===== config.mk =====
export PLATFORM = sky130hd
export DESIGN_NAME = mem_access_unit_flat
export DESIGN_NICKNAME = d
export VERILOG_FILES = /design/src/rtl/mem_pkg.sv /design/src/rtl/mem_access_unit_if.sv /design/src/rtl/mem_access_unit_load_align.sv /design/src/rtl/mem_access_unit.sv /design/src/flat_wrapper.sv
export SDC_FILE = /design/constraint.sdc
export NUM_CORES = 1
export LEC_CHECK = 0
export CELL_PAD_IN_SITES_DETAIL_PLACEMENT = 0
export CELL_PAD_IN_SITES_GLOBAL_PLACEMENT = 1
export CORE_ASPECT_RATIO = 0.5
export CORE_MARGIN = 8
export CORE_UTILIZATION = 35
export CTS_CLUSTER_DIAMETER = 50
export DETAILED_ROUTE_END_ITERATION = 12
export GPL_TIMING_DRIVEN = 0
export PLACE_DENSITY = 0.78
export SLEW_MARGIN = 20
export SYNTH_ARGS = -nofsm -noshare
export SYNTH_HDL_FRONTEND = slang
export SYNTH_SLANG_ARGS = --single-unit

===== constraint.sdc =====
create_clock -name clk -period 7.1 [get_ports clk]
set_clock_uncertainty 0.2 [all_clocks]
set_input_delay 1.775 -clock clk [delete_from_list [all_inputs] [get_ports clk]]
set_output_delay 1.775 -clock clk [all_outputs]
set_load 0.005 [all_outputs]

===== src/rtl/mem_pkg.sv =====
// mem_pkg: size encodings, FSM states and alignment check for mem_access_unit
package mem_pkg;
  localparam logic [1:0] SZ_BYTE = 2'b00;
  localparam logic [1:0] SZ_HALF = 2'b01;
  localparam logic [1:0] SZ_WORD = 2'b10;
  typedef enum logic [1:0] {IDLE, READ, WRITE, RESP} state_e;
  function automatic logic is_misaligned(logic [1:0] size, logic [1:0] a);
    return size == 2'b11 || (size == SZ_HALF && a[0]) || (size == SZ_WORD && a != 2'b00);
  endfunction
endpackage


===== src/rtl/mem_access_unit_if.sv =====
// mem_access_unit_if: request/response and RAM port bundle of mem_access_unit
interface mem_access_unit_if #(parameter int ADDR_W = 10);
  logic              req_valid;
  logic              req_ready;
  logic              req_we;
  logic [1:0]        req_size;
  logic              req_unsigned;
  logic [ADDR_W-1:0] req_addr;
  logic [31:0]       req_wdata;
  logic              resp_valid;
  logic              resp_fault;
  logic [31:0]       resp_rdata;
  logic              ram_we;
  logic [ADDR_W-1:0] ram_addr;
  logic [31:0]       ram_wdata;
  logic [31:0]       ram_rdata;
  modport master (
    output req_valid, req_we, req_size, req_unsigned, req_addr, req_wdata, ram_rdata,
    input  req_ready, resp_valid, resp_fault, resp_rdata, ram_we, ram_addr, ram_wdata
  );
  modport slave (
    input  req_valid, req_we, req_size, req_unsigned, req_addr, req_wdata, ram_rdata,
    output req_ready, resp_valid, resp_fault, resp_rdata, ram_we, ram_addr, ram_wdata
  );
endinterface


===== src/rtl/mem_access_unit_load_align.sv =====
// load_align: picks the addressed byte/half out of a RAM word and extends it
module load_align import mem_pkg::*; (
  input  logic [31:0] word,
  input  logic [1:0]  addr,
  input  logic [1:0]  size,
  input  logic        is_unsigned,
  output logic [31:0] data
);
  logic [7:0]  b;
  logic [15:0] h;
  assign b = word[8*addr +: 8];
  assign h = word[16*addr[1] +: 16];
  assign data = size == SZ_BYTE ? {{24{b[7] & ~is_unsigned}}, b} :
                size == SZ_HALF ? {{16{h[15] & ~is_unsigned}}, h} : word;
endmodule


===== src/rtl/mem_access_unit.sv =====
// mem_access_unit: byte/half/word load-store initiator with read-modify-write sub-word stores
module mem_access_unit import mem_pkg::*; #(
  parameter int ADDR_W = 10
) (
  input logic              clk,
  input logic              rst,
  mem_access_unit_if.slave bus
);
  state_e            state, state_nx;
  logic              we_q, uns_q, fault_q, accept;
  logic [1:0]        size_q;
  logic [ADDR_W-1:0] addr_q;
  logic [31:0]       wdata_q, word_q, merged, load_val;
  assign bus.req_ready = state == IDLE && !rst;
  assign accept = bus.req_valid && bus.req_ready;
  always_ff @(posedge clk or posedge rst) begin
    if (rst) begin
      state   <= IDLE;
      we_q    <= 1'b0;
      uns_q   <= 1'b0;
      fault_q <= 1'b0;
      size_q  <= SZ_BYTE;
      addr_q  <= '0;
      wdata_q <= '0;
      word_q  <= '0;
    end else begin
      state <= state_nx;
      if (accept) begin
        we_q    <= bus.req_we;
        uns_q   <= bus.req_unsigned;
        fault_q <= is_misaligned(bus.req_size, bus.req_addr[1:0]);
        size_q  <= bus.req_size;
        addr_q  <= bus.req_addr;
        wdata_q <= bus.req_wdata;
      end
      if (state == READ) word_q <= bus.ram_rdata;
    end
  end
  always_comb begin
    state_nx = state == IDLE  ? (!accept ? IDLE :
                                 is_misaligned(bus.req_size, bus.req_addr[1:0]) ? RESP :
                                 bus.req_we && bus.req_size == SZ_WORD ? WRITE : READ) :
               state == READ  ? (we_q ? WRITE : RESP) :
               state == WRITE ? RESP : IDLE;
  end
  always_comb begin
    merged = word_q;
    if (size_q == SZ_BYTE) merged[8*addr_q[1:0] +: 8] = wdata_q[7:0];
    else merged[16*addr_q[1] +: 16] = wdata_q[15:0];
  end
  load_align u_align (
    .word        (word_q),
    .addr        (addr_q[1:0]),
    .size        (size_q),
    .is_unsigned (uns_q),
    .data        (load_val)
  );
  assign bus.ram_we     = state == WRITE;
  assign bus.ram_addr   = (state == READ || state == WRITE) ? {addr_q[ADDR_W-1:2], 2'b00} : '0;
  assign bus.ram_wdata  = state != WRITE ? '0 : size_q == SZ_WORD ? wdata_q : merged;
  assign bus.resp_valid = state == RESP;
  assign bus.resp_fault = state == RESP && fault_q;
  assign bus.resp_rdata = (state == RESP && !we_q && !fault_q) ? load_val : '0;
endmodule


===== src/flat_wrapper.sv =====
// flat-port wrapper written by rule: the top's interface ports become plain ports
module mem_access_unit_flat import mem_pkg::*;
#(
  parameter int ADDR_W = 10
)
  (clk, rst, bus_req_valid, bus_req_we, bus_req_size, bus_req_unsigned, bus_req_addr, bus_req_wdata, bus_ram_rdata, bus_req_ready, bus_resp_valid, bus_resp_fault, bus_resp_rdata, bus_ram_we, bus_ram_addr, bus_ram_wdata);
  mem_access_unit_if #(.ADDR_W(ADDR_W)) bus_i ();
  input logic clk;
  input logic rst;
  input wire logic [$bits(bus_i.req_valid)-1:0] bus_req_valid;
  input wire logic [$bits(bus_i.req_we)-1:0] bus_req_we;
  input wire logic [$bits(bus_i.req_size)-1:0] bus_req_size;
  input wire logic [$bits(bus_i.req_unsigned)-1:0] bus_req_unsigned;
  input wire logic [$bits(bus_i.req_addr)-1:0] bus_req_addr;
  input wire logic [$bits(bus_i.req_wdata)-1:0] bus_req_wdata;
  input wire logic [$bits(bus_i.ram_rdata)-1:0] bus_ram_rdata;
  output wire logic [$bits(bus_i.req_ready)-1:0] bus_req_ready;
  output wire logic [$bits(bus_i.resp_valid)-1:0] bus_resp_valid;
  output wire logic [$bits(bus_i.resp_fault)-1:0] bus_resp_fault;
  output wire logic [$bits(bus_i.resp_rdata)-1:0] bus_resp_rdata;
  output wire logic [$bits(bus_i.ram_we)-1:0] bus_ram_we;
  output wire logic [$bits(bus_i.ram_addr)-1:0] bus_ram_addr;
  output wire logic [$bits(bus_i.ram_wdata)-1:0] bus_ram_wdata;
  assign bus_i.req_valid = bus_req_valid;
  assign bus_i.req_we = bus_req_we;
  assign bus_i.req_size = bus_req_size;
  assign bus_i.req_unsigned = bus_req_unsigned;
  assign bus_i.req_addr = bus_req_addr;
  assign bus_i.req_wdata = bus_req_wdata;
  assign bus_i.ram_rdata = bus_ram_rdata;
  assign bus_req_ready = bus_i.req_ready;
  assign bus_resp_valid = bus_i.resp_valid;
  assign bus_resp_fault = bus_i.resp_fault;
  assign bus_resp_rdata = bus_i.resp_rdata;
  assign bus_ram_we = bus_i.ram_we;
  assign bus_ram_addr = bus_i.ram_addr;
  assign bus_ram_wdata = bus_i.ram_wdata;
  mem_access_unit #(.ADDR_W(ADDR_W)) u_core (.clk(clk), .rst(rst), .bus(bus_i));
endmodule

power_grid.png
Pins as bars on the die edge. Tap cells in gray.
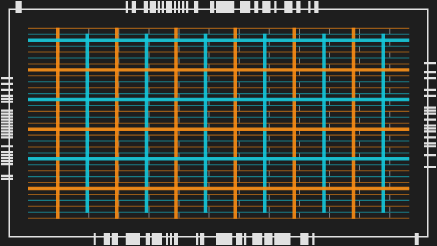
- VDD: cyan
- VSS: orange
- tap cells: 204
- rows: 32
- signal pins: 159
- met4 straps: 12

placement_by_type.png
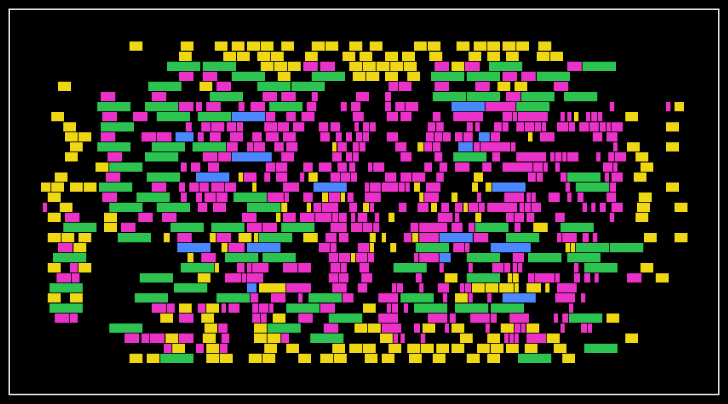
- other buffers and delay cells: yellow (cells 204; share of their area 25%)
- flops: green (cells 81; share of their area 28%)
- combinational and other logic: magenta (cells 399; share of their area 43%)
- clock drivers and dummy loads: blue (cells 16; share of their area 4.6%)

==> run_results.csv <==
group,metric,value,unit
outcome,status,"completed",
power_and_ir_drop,power,3.367,mW
yosys,netlist.area_leader.share,37.72,%
setup_path,crit_required,5.12,ns
yosys,top_area_cell,"dfrtp_1",
placed_design,dp_hpwl,16080,µm
final_layout,final_layout_size_suffix_gt1_share,19.43,%
setup_path,critPathLaunchType,"flip-flop",
timing,finalHoldViolCount,0,
timing,finalSetupViolCount,0,
grt,antenna_found_initial,0,
setup_path,cp_cell_sequence,"buf_2, buf_2, inv_1, ha_1, nor4bb_1, clkbuf_1, a221oi_1, a211oi_1, clkdlybuf4s50_1",
final_layout,area_growth,40.54,%
yosys,yosys.cell_types.count,51,
die,row_count,32,
yosys,ys_top_cells_by_count,"dfrtp_1, mux2_2, o21ai_0",
clocking,cts_max_level,3,
die,core,15210,µm²
yosys,ys_seq_share,37.72,%
setup_path,worstReg2RegEnd,"u_core.state[0]",
final_layout,layout.area.comb,2997,µm²
clocking,cts_tree,"done",
final_layout,nets,785,
power_and_ir_drop,leakage,2.857,nW
setup_path,critPathSlowestCell,"clkdlybuf4s50_1",
yosys,top_cell,"dfrtp_1",
detailed_routing,first_iter_violations,438,
final_layout,final_cell_area,7552,µm²
final_layout,final_util,49.64,%
run,tool_warnings,33,
timing,final.min_clock_period,5.624,ns
detailed_routing,first_pass_iters,5,
clocking,root_buffer,"clkbuf_16",
yosys,synthCells,526,
timing,clock.fmax,177.8,MHz
placed_design,io_buffers,156,
setup_path,setup.worst_path.end_class,"output port",
yosys,ys_seq_elements,81,
yosys,top_cells_by_area,"dfrtp_1, mux2_2, o21ai_0",
grt,grt_usage,20.49,%
clk_routes.png
Bar = 50 µm.
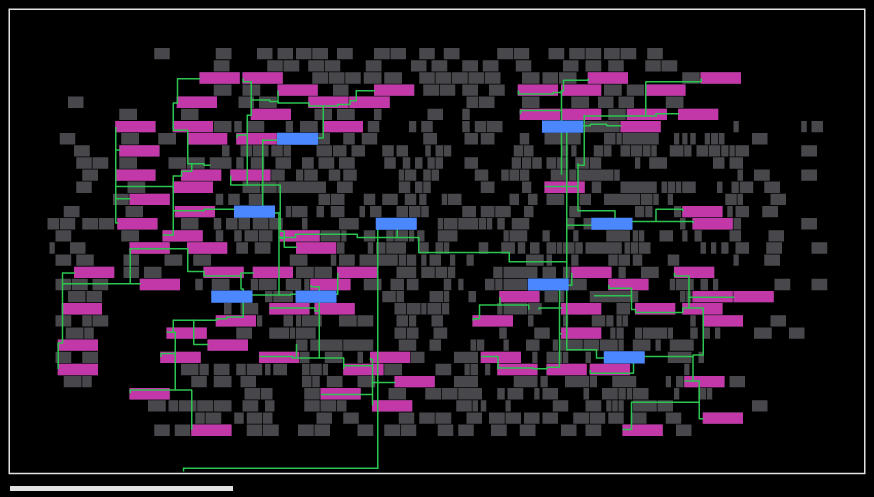
- clock drivers: blue (count 9)
- clock wires: green (length 1180 µm)
- flip-flops: magenta (count 81)
- routed clock nets: 10
- flops lie: widely spread

wires.png
Bar = 50 µm.
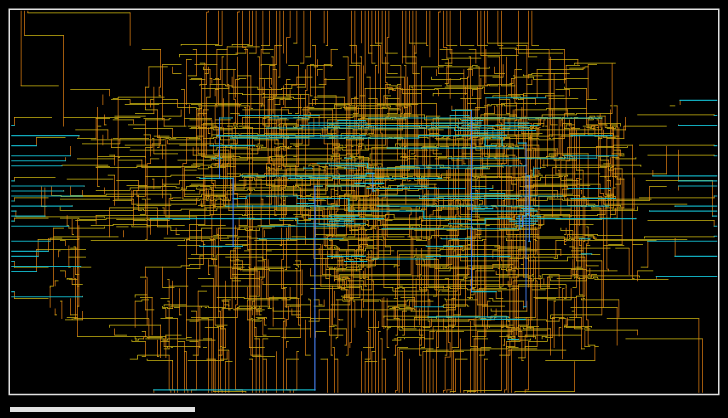
- metal 3: cyan (wire length 1940 µm)
- metal 1: yellow (wire length 9130 µm)
- metal 4: blue (wire length 212 µm)
- metal 2: orange (wire length 9400 µm)
vias: 5145
Routed WL per cell: 22.87 µm
final WL: 20680 µm

metrics by stage:
| step | hold WS (ns) | setup WS (ns) | cells |
|---|---|---|---|
| 2_1_floorplan | 0.2706 | 3.045 | 527 |
| 3_3_place_gp | 0.2790 | 1.589 | 887 |
| 3_5_place_dp | 0.2856 | 1.981 | 888 |
| 4_1_cts | 0.3025 | 1.583 | 904 |
| 5_1_grt | 0.3101 | 1.197 | 904 |
| 6_report | 0.2982 | 1.476 | 904 |
where the power goes:
| part | internal (mW) | switching, mW | total, mW |
|---|---|---|---|
| registers | 0.695 | 0.372 | 1.07 |
| clock network | 0.323 | 0.208 | 0.531 |
| logic | 0.852 | 0.917 | 1.77 |
critical path: cells and delay by family (launching register included):
family,cells,cell delay (ns)
buffers and inverters,5,1.65
AOI/OAI and AO/OA,2,0.49
DFF,1,0.50
adders and majority gates,1,0.36
and+or+nand+nor,1,0.29
layout by cell type (no fill, tap or decap), types with 12 or more instances in the layout:
master / count
inv_1: 28
o22ai_1: 15
mux2i_1: 16
dfrtp_1: 81
mux2_2: 62
a211oi_1: 22
a2111oi_2: 12
a221oi_1: 17
nor2_1: 25
clkdlybuf4s50_1: 156
buf_2: 18
clkbuf_1: 17
nand2_1: 22
o21ai_0: 49
routing by layer:
layer	up-vias	track usage, %	wire (µm)
met5	-	0	0
met4	0	4.536	211
met3	22	5.556	1940
met2	228	30.97	9399
met1	2571	28.68	9125
li1	2324	-	-
flip-flops by register name (all words and copies together), names as in the netlist:
name / flops
u_core.size_q: 2
u_core.wdata_q: 32
u_core.uns_q: 1
u_core.addr_q: 10
u_core.we_q: 1
u_core.fault_q: 1
u_core.word_q: 32
u_core.state: 2
final cells by class:
type,instances,share of cell area (%)
plain buffers,47,3.247
clock buffers,10,3.164
clock inverters,6,1.276
inverters,29,1.474
multi-input cells,370,39.68
flip-flops and latches,81,26.84
well taps,204,3.380
repair buffers,157,20.94
worst max-delay path by stage:
stage	depth (start not counted)	slack, ns	from	end
6_report	9	1.48	u_core.addr_q[1]	bus_ram_wdata[24]
5_1_grt	9	1.20	u_core.addr_q[1]	bus_ram_wdata[30]
4_1_cts	9	1.58	u_core.addr_q[1]	bus_ram_wdata[30]
3_5_place_dp	9	1.98	u_core.addr_q[1]	bus_ram_wdata[30]
3_3_place_gp	2	1.59	rst	u_core.word_q[12]
2_1_floorplan	1	3.04	rst	u_core.addr_q[0]
cells by family (layout without fill, tap and decap cells):
family,count (synthesis),after routing,synth area share (%)
other cells,1,2,0.06978
compound gates,156,156,21.72
mux,85,85,18.91
simple gates,118,118,12.90
fa+ha+maj,9,9,2.095
flops,81,81,37.72
buf+inv,76,249,6.589
Power and IR drop assume default switching activity.
